==> config.mk <==
export PLATFORM = sky130hd
export DESIGN_NAME = sram_arbiter
export DESIGN_NICKNAME = d
export VERILOG_FILES = /design/src/rtl/sram_arbiter.sv
export SDC_FILE = /design/constraint.sdc
export NUM_CORES = 1
export LEC_CHECK = 0
export ABC_AREA = 1
export CORE_UTILIZATION = 49
export DETAILED_ROUTE_END_ITERATION = 16
export PLACE_DENSITY = 0.79
export SYNTH_ARGS = -nofsm -noshare
export SYNTH_HDL_FRONTEND = slang
export SYNTH_SLANG_ARGS = --single-unit
export TNS_END_PERCENT = 1
==> constraint.sdc <==
create_clock -name clk -period 4.5 [get_ports clk]
set_clock_uncertainty 0.05 [all_clocks]
set_input_delay 1.35 -clock clk [delete_from_list [all_inputs] [get_ports clk]]
set_output_delay 1.35 -clock clk [all_outputs]
set_load 0.005 [all_outputs]
Fig. 1: run 1, congestion heat map
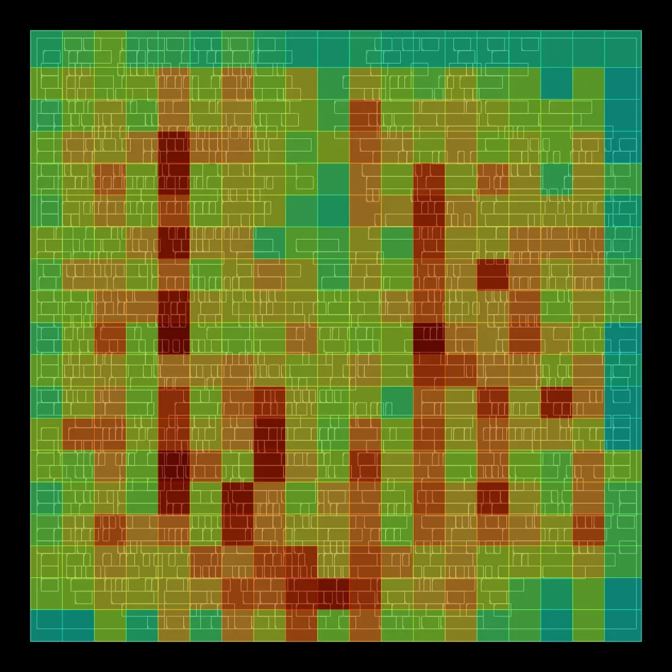
GR Util met1: 31.91%
wire length per cell: 14.73 microns
Tot GR Track Use: 24.31%
gr busiest metal: met2
M3 GR Usage: 5.037%

Fig. 2: run 1, routed clock nets over the placement
Bar = 50 microns.
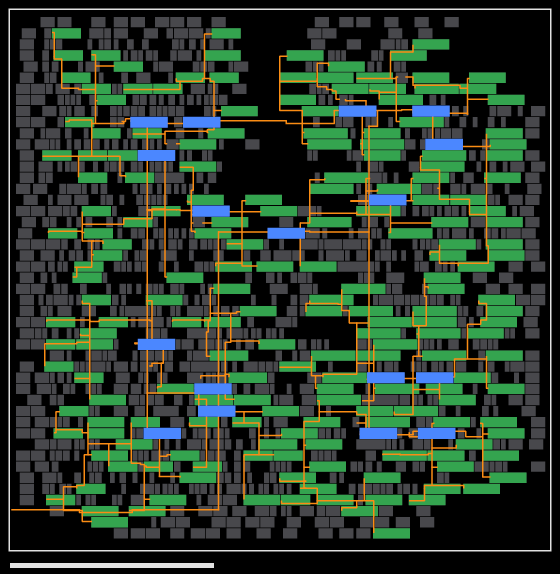
clock-net drivers: shown in blue, count 17. clock wires: shown in orange, length 1,960 microns. flip-flops: shown in green, count 191.
There are 18 routed clock nets.
clk ins delay skew pair: 430 ps
Clk power: 1.42 mW
Clk pwr share: 18.9%

Fig. 3: run 1, gate families picked out
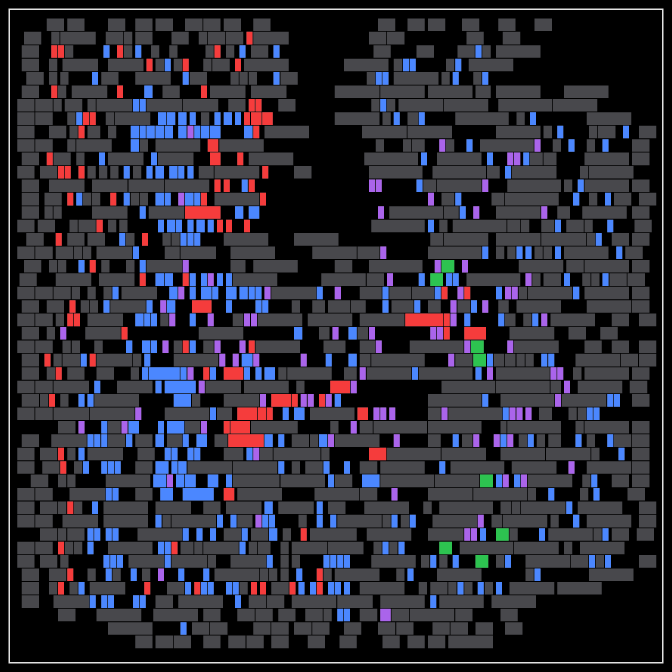
non-inverting ao/oa cells: shown in green, cells 8. inv cells: shown in purple, cells 93. nand cells: shown in blue, cells 307, where all over the die. nor cells: shown in red, cells 92.
Layout Cells excl Fill: 1,380
Comb/total area: 27.09%
most used logic cell in the final layout: nand2_1

==> out/results.tsv <==
stage	metric	value	unit
synth	mux share	0	%
global_routing	vias in the first global route	6838	
sta	Worst-Margin Slew	1045	ps
floorplanning	die width	132.2	microns
synth	most frequent cells after synthesis	nand2_1 (250), dfrtp_1 (105), o21ai_1 (92)	
floorplanning	Core Box Area	16580	sq um
worst_setup_path	Worst EP arrival	3800	ps
cells_and_area	sequential cell area	4695	sq um
synth	library cells used by synthesis	37	
clock_tree	clock sink total	191	
synth	Ys Warns	0	
worst_setup_path	Startpoint Class	primary input	
drt	Post-route DRC	0	
global_routing	largest net degree at the start of global routing	65	
sta	Final Hold Viols	0	
clock_tree	root buffer cell	clkbuf_16	
power_and_ir_drop	IR drop worst, VDD	0.3677	mV
power_and_ir_drop	LEAKAGE	5.067	nW
synth	mean post-synth cell area	8.788	sq um
power_and_ir_drop	Comb pwr share	41.9	%
drt	drt via density	5.073	
sta	maximum clock frequency	0.2877	GHz
drt	DR iter-0 viols	442	
sta	total negative slack	0	ps
worst_setup_path	Reg2Reg Depth	5	
cells_and_area	share of cells above drive strength 1	7.500	%
drt	Vias	7001	
flow_run	Log Warnings	31	
placed_design	gp weighted congestion	0.8238	
drt	drt pass-1 iters	6	
sta	RSZ-0062 raised after global routing	no	
power_and_ir_drop	Switching Share	36.51	%
synth	Post-synth EDFFs	32	
cells_and_area	Area Growth Syn to Fin	34.28	%
placed_design	Final HPWL DP	14.74	mm
floorplanning	number of top-level pins	217	
synth	Dominant comb cell	simple AND/OR/NAND/NOR gates	
cells_and_area	Multi-input gate area	3020	sq um
floorplanning	Die H	132.2	microns
clock_tree	CTS clock-pin slew for the worst setup and hold paths	70	ps
power_and_ir_drop	Psw	2.741	mW
worst_setup_path	crit-path max FO	25	
cells_and_area	post-route cell area	11150	sq um
floorplanning	# rows	47	
synth	Synth area leader	dfrtp_1	
clock_tree	H-Tree Depth	4	
synth	Syn Std Cell Area	8304	sq um
synth	yosys cell count	945	
synth	Synth Area in Simple Gates	21.30	%
power_and_ir_drop	dominant power group	combinational logic	
power_and_ir_drop	Seq. pwr	2.94	mW
cells_and_area	Final Util	67.24	%
worst_setup_path	CP Class	primary input to flop	
clock_tree	post-CTS resize count	0	
flow_run	max-cap violation count	0	
sta	Max Slew Vio Count	0	
power_and_ir_drop	PwrDens	673.2	nW/um^2
power_and_ir_drop	internal power	4.765	mW
status	outcome	completed	
synth	post-synthesis chip area from yosys	8304	sq um
clock_tree	CTS Hold Buffers Added	0	
power_and_ir_drop	combinational power	3.15	mW
synth	Top cell area share	31.64	%
worst_setup_path	CP endpoint kind	flop	
-- run 1: cell usage in the layout, fill, tap and decap left out, drive strengths merged, types with 2 or more instances in the layout --
| master | n |
|---|---|
| nand2 | 259 |
| clkdlybuf4s50 | 216 |
| o21ai | 171 |
| dfrtp | 105 |
| inv | 101 |
| nor2 | 88 |
| dfxtp | 50 |
| nand3 | 43 |
| edfxtp | 32 |
| clkbuf | 19 |
| o22ai | 12 |
| a21boi | 10 |
| buf | 9 |
| a22oi | 8 |
| o21a | 8 |
| ha | 7 |
| clkinv | 5 |
| dfstp | 4 |
| nand3b | 3 |
| nand4 | 2 |
| nor4 | 2 |
| nor3 | 2 |
-- run 1: through the flow --
stage / total power, mW / std cells / hold WS [ps] / setup WS (ps)
CTS: 7.566 / 1380 / 418.7 / 1017
floorplan: 4.739 / 945 / 386.6 / 232.7
detailed placement: 6.135 / 1348 / 406.3 / 570.1
finish: 7.506 / 1380 / 413.6 / 1024
global placement: 6.019 / 1348 / 402.5 / 674.8
global route: 8.061 / 1380 / 433.3 / 824.5
-- run 1: critical path: stages --
cell and delay, ps:
clkdlybuf4s50_1 510, nand2_2 110, nand2_2 360, nand2_1 200, nand2_1 120, nand2_2 80
nor2_4 180, nor2_4 70, nor2_8 330, nor2_4 150, inv_1 180, o31ai_1 90
inv_1 70
-- run 1: layout make-up --
type	count	area share, %
flip-flops and latches	191	42.10
multi-input cells	619	27.09
repair buffers	225	20.22
clock buffers	19	4.073
inverters	93	3.153
well taps	220	2.469
clock inverters	13	0.8977
-- run 1: per-layer routing --
layer	track usage (%)	up-vias	routed length [microns]
met1	31.91	3222	8797
met3	5.037	33	1263
met5	0	-	0
met4	9.259	0	486
li1	-	3483	-
met2	39.77	263	9781
Power is estimated from default activity; no workload was simulated.
